==> images/pins.png <==
Scale bar: 20 um. Pins as bars across the die edge, other pins in gray.
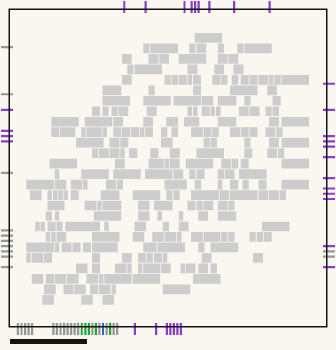
==> images/wire_density.png <==
The die is cut into 16 by 16 equal tiles; white is low, dark blue is high, scaled to the fullest tile. Values are wire area over tile area, all layers added.
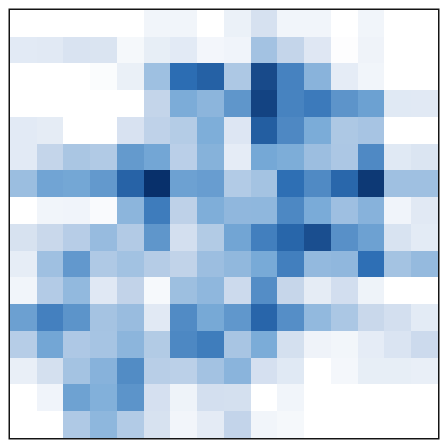
==> images/final_clocks.png <==
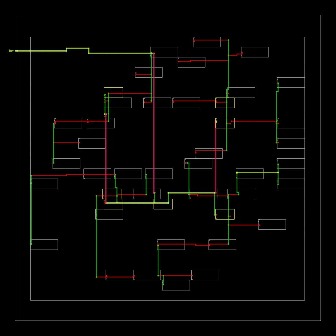
`src/rtl/pipe_ctrl_pkg.sv`:
```
// Shared constants and state encoding for the pipeline hazard controller.
package pipe_ctrl_pkg;

  localparam int unsigned CTRL_RD_MEM = 0;
  localparam int unsigned CTRL_WR_MEM = 1;
  localparam int unsigned CTRL_BYTE   = 2;
  localparam int unsigned CTRL_WR_REG = 3;
  localparam int unsigned CTRL_BR     = 4;
  localparam int unsigned CTRL_LD     = 5;
  localparam int unsigned CTRL_MUL    = 6;
  localparam int unsigned CTRL_W      = 7;

  localparam int unsigned REG_IDX_W   = 5;

  typedef enum logic [0:0] {
    RUN      = 1'b0,
    MUL_WAIT = 1'b1
  } state_t;

endpackage

```
`src/rtl/sat_counter.sv`:
```
// Saturating up-counter with enable and synchronous active-high reset.
module sat_counter #(
  parameter int unsigned W = 32
) (
  input  logic         clk,
  input  logic         reset,
  input  logic         en,
  output logic [W-1:0] count
);

  logic [W-1:0] r_count;

  // Count enabled cycles, holding at all-ones once reached.
  always_ff @(posedge clk) begin
    if (reset) begin
      r_count <= '0;
    end else if (en && (r_count != '1)) begin
      r_count <= r_count + 1'b1;
    end
  end

  assign count = r_count;

endmodule

```
`src/rtl/pipeline_hazard_ctrl.sv`:
```
// Stall/flush controller: mem-wait freeze, multi-cycle mul interlock,
// taken-branch flush, load-use bubble, and a stall-cycle counter.
module pipeline_hazard_ctrl
  import pipe_ctrl_pkg::*;
#(
  parameter int unsigned MUL_LAT = 4,
  parameter int unsigned CNT_W   = 32
) (
  input  logic                 clk,
  input  logic                 reset,
  input  logic [REG_IDX_W-1:0] id_rgS1_index,
  input  logic [REG_IDX_W-1:0] id_rgS2_index,
  input  logic                 id_use_s1,
  input  logic                 id_use_s2,
  input  logic [CTRL_W-1:0]    ex_control,
  input  logic [REG_IDX_W-1:0] ex_rgD_index,
  input  logic                 ex_br_taken,
  input  logic                 mem_stall,
  output logic                 pc_we,
  output logic                 if_id_we,
  output logic                 if_id_flush,
  output logic                 id_ex_we,
  output logic                 id_ex_flush,
  output logic                 ex_mem_we,
  output logic                 ex_mem_flush,
  output logic                 mul_busy,
  output logic [CNT_W-1:0]     stall_cycles
);

  // Remaining freeze cycles after the mul-start cycle; the final MUL_WAIT
  // cycle (count zero) is the release cycle, so MUL_LAT cycles total.
  localparam logic [3:0] MUL_INIT = (MUL_LAT > 1) ? 4'(MUL_LAT - 2) : 4'd0;
  localparam logic       MUL_STALLS = (MUL_LAT > 1);

  state_t     r_state;
  state_t     w_state_nxt;
  logic [3:0] r_mul_cnt;
  logic [3:0] w_mul_cnt_nxt;
  logic       w_load_use;
  logic       w_stall_en;
  logic       w_unused_ctrl;

  // Only load and mul bits of the ID/EX bundle matter here.
  assign w_unused_ctrl = &{1'b0, ex_control[CTRL_BR:CTRL_RD_MEM]};

  // Load in EX whose destination is a live source of the ID instruction.
  always_comb begin
    w_load_use = 1'b0;
    if (ex_control[CTRL_LD] && (ex_rgD_index != '0)) begin
      w_load_use = (id_use_s1 && (id_rgS1_index == ex_rgD_index)) ||
                   (id_use_s2 && (id_rgS2_index == ex_rgD_index));
    end
  end

  // Prioritised pipeline-control decode and next-state logic.
  always_comb begin
    pc_we         = 1'b1;
    if_id_we      = 1'b1;
    if_id_flush   = 1'b0;
    id_ex_we      = 1'b1;
    id_ex_flush   = 1'b0;
    ex_mem_we     = 1'b1;
    ex_mem_flush  = 1'b0;
    w_state_nxt   = r_state;
    w_mul_cnt_nxt = r_mul_cnt;

    if (reset) begin
      w_state_nxt   = RUN;
      w_mul_cnt_nxt = '0;
    end else if (mem_stall) begin
      pc_we     = 1'b0;
      if_id_we  = 1'b0;
      id_ex_we  = 1'b0;
      ex_mem_we = 1'b0;
    end else if (r_state == MUL_WAIT) begin
      if (r_mul_cnt != '0) begin
        pc_we         = 1'b0;
        if_id_we      = 1'b0;
        id_ex_we      = 1'b0;
        ex_mem_flush  = 1'b1;
        w_mul_cnt_nxt = r_mul_cnt - 1'b1;
      end else begin
        w_state_nxt = RUN;
      end
    end else if (ex_control[CTRL_MUL] && MUL_STALLS) begin
      pc_we         = 1'b0;
      if_id_we      = 1'b0;
      id_ex_we      = 1'b0;
      ex_mem_flush  = 1'b1;
      w_state_nxt   = MUL_WAIT;
      w_mul_cnt_nxt = MUL_INIT;
    end else if (ex_br_taken) begin
      if_id_flush = 1'b1;
      id_ex_flush = 1'b1;
    end else if (w_load_use) begin
      pc_we       = 1'b0;
      if_id_we    = 1'b0;
      id_ex_flush = 1'b1;
    end
  end

  // State and mul countdown registers.
  always_ff @(posedge clk) begin
    if (reset) begin
      r_state   <= RUN;
      r_mul_cnt <= '0;
    end else begin
      r_state   <= w_state_nxt;
      r_mul_cnt <= w_mul_cnt_nxt;
    end
  end

  assign mul_busy   = (r_state == MUL_WAIT);
  assign w_stall_en = !reset && !pc_we;

  sat_counter #(
    .W (CNT_W)
  ) u_stall_cnt (
    .clk   (clk),
    .reset (reset),
    .en    (w_stall_en),
    .count (stall_cycles)
  );

endmodule

```
`config.mk`:
```
export PLATFORM = sky130hd
export DESIGN_NAME = pipeline_hazard_ctrl
export DESIGN_NICKNAME = d
export VERILOG_FILES = /design/src/rtl/pipe_ctrl_pkg.sv /design/src/rtl/sat_counter.sv /design/src/rtl/pipeline_hazard_ctrl.sv
export SDC_FILE = /design/constraint.sdc
export NUM_CORES = 1
export LEC_CHECK = 0
export CAP_MARGIN = 30
export CORE_MARGIN = 4
export CORE_UTILIZATION = 40
export DETAILED_ROUTE_END_ITERATION = 8
export DONT_BUFFER_PORTS = 1
export HOLD_SLACK_MARGIN = 0.15
export SYNTH_ARGS = -nofsm -noshare
export SYNTH_HDL_FRONTEND = slang
export SYNTH_SLANG_ARGS = --single-unit
```
`constraint.sdc`:
```
create_clock -name clk -period 2.9 [get_ports clk]
set_clock_uncertainty 0.15 [all_clocks]
set_input_delay 0.58 -clock clk [delete_from_list [all_inputs] [get_ports clk]]
set_output_delay 0.58 -clock clk [all_outputs]
set_load 0.02 [all_outputs]
```
==> flow_metrics.env <==
# source this file to load flow results
export IMPL_status="completed"
export IMPL_die_y_um=82.1
export IMPL_fin_crit_sh=0.937
export IMPL_worstSetupStartpointType="flip-flop"
export IMPL_most_common_cell="dfxtp_1"
export IMPL_post_cts_buffers=0
export IMPL_cp_end_kind="primary output"
export IMPL_setup_violations_final=0
export IMPL_drive_gt1_frac=0.123
export IMPL_yosys_area_top_type="dfxtp_1"
export IMPL_drcViolationCount=0
export IMPL_final_core_util=0.444
export IMPL_yosysSeqAreaShare=0.338
export IMPL_hold_viol=0
export IMPL_fin_nets=282
export IMPL_fp_util=0.421
export IMPL_synthDistinctLibCells=47
export IMPL_dp_hpwl_um=3560
export IMPL_area_leaders="dfxtp_1 34%, or4_1 6.8%, o31ai_1 6.2%, a21oi_1 5.2%, xnor2_1 4.8%"
export IMPL_cp_max_fo=61
export IMPL_arrival_ns=1.99
export IMPL_final_setup_tns_ns=0
export IMPL_powerDensity_nw_per_um2=445
export IMPL_root_buffer="clkbuf_8"
export IMPL_path_clk_slew_ns=0.08
export IMPL_maxCapViolations=0
export IMPL_adder_share=0.0114
export IMPL_drv_slew=0
export IMPL_tightest_slew_ns=0.534
export IMPL_clock_sinks=37
export IMPL_ant_nets=0
export IMPL_yosys_warnings=0
export IMPL_holdBufCountCts=0
export IMPL_worstSetupPathType="reg2out"
export IMPL_ys_sh_aoi=0.181
export IMPL_hold_path_class="in2reg"
export IMPL_synth_simple_area_share=0.314
export IMPL_period_minus_slack_ns=2.72
export IMPL_mux_share=0.0251
export IMPL_syn_area_per_cell_um2=8.64
export IMPL_top_cell_area_share=0.338
export IMPL_grt_max_degree=62
## Picture notes: pins.png
| port | color | pins | direction | edge |
|---|---|---|---|---|
| stall_cycles | purple | 32 | output | 12 east, 9 north, 7 south, 4 west |
| ex_br_taken | blue | 1 | input | south |
| id_rgS1_index | green | 5 | input | south |
all pins by edge: 31 south, 14 west, 14 east, 9 north

## Picture notes: wire_density.png
fullest tile: 0.42
tiles over half the peak: 21%
nearly empty tiles: 17%
densest ninth of the die: center

## Picture notes: final_clocks.png
Late-Pin Clk Latency: 0.29 ns
P_clk: 402 uW
clock buf count: 7

==> cell families (layout without fill, tap and decap cells) <==
kind of cell / count (synthesis) / after routing
AND-OR/OR-AND: 61 / 61
XOR/XNOR: 13 / 13
adder cells (fa/ha/maj): 2 / 2
buffers and inverters: 23 / 22
flip-flops: 37 / 37
multiplexers: 5 / 5
AND/OR/NAND/NOR: 113 / 113
==> worst max-delay path, stage by stage, from the launching register on <==
cell and delay, ns:
dfxtp_1 0.33, inv_1 0.06, ha_1 0.16, nor4bb_4 0.37, nor2_1 0.09, o21ai_1 0.18
a21boi_4 0.22, buf_12 0.26
==> worst paths after layout <==
path / startpoint / to / slack, ns / depth (start not counted)
worst max-delay path: r_mul_cnt[0] / pc_we / 0.18 / 7
worst min-delay path: reset / u_stall_cnt.count[28] / 0.21 / 1
worst max register to register: r_mul_cnt[0] / u_stall_cnt.count[24] / 0.31 / 8
worst min register to register: r_mul_cnt[1] / r_mul_cnt[1] / 0.37 / 2
==> sequential cells by signal, indices dropped and copies added (netlist names) <==
signal / cells
mul_busy: 1
u_stall_cnt.count: 32
r_mul_cnt: 4
==> layout make-up <==
cell class,instances,area [um^2]
Sequential cell,37,741
Clock inverter,1,5.00
Inverter,6,22.5
Timing Repair Buffer,8,72.6
Clock buffer,7,96.3
Tap cell,70,87.6
Fill cell,528,2890
Multi-Input combinational cell,194,1290
==> where the power goes <==
group | internal, uW | total, uW | switching, uW
combinational | 43.5 | 97.1 | 53.5
sequential | 517 | 532 | 14.9
clock | 215 | 402 | 187
total | 775 | 1030 | 255
==> layer usage <==
| layer | vias up | global-route usage | share of wire |
|---|---|---|---|
| met5 | - | 0 | 0 |
| met4 | 0 | 0.0648 | 0.016 |
| met3 | 6 | 0.0526 | 0.085 |
| met2 | 53 | 0.238 | 0.44 |
| met1 | 868 | 0.205 | 0.45 |
| li1 | 975 | - | - |
==> cells in the final DEF, fill, tap and decap left out, types with 6 or more instances in the layout <==
master    instances
o31ai_1          18
dfxtp_1          37
buf_4             7
nor2_1           15
xnor2_1          12
clkbuf_8          7
and3_1            6
or4_1            20
nand2_1          15
nand4_1          12
a21oi_1          23
inv_1             6
or3_1             6
nand3_1          13
==> through the flow <==
step                      setup slack [ns]  instances
after floorplan                      0.118        254
after global placement               0.357        315
after detailed placement             0.318        315
after CTS                            0.178        323
after global routing               0.00993        323
final                                0.183        323
No activity file was given, so power comes from the tool's default toggle rates.
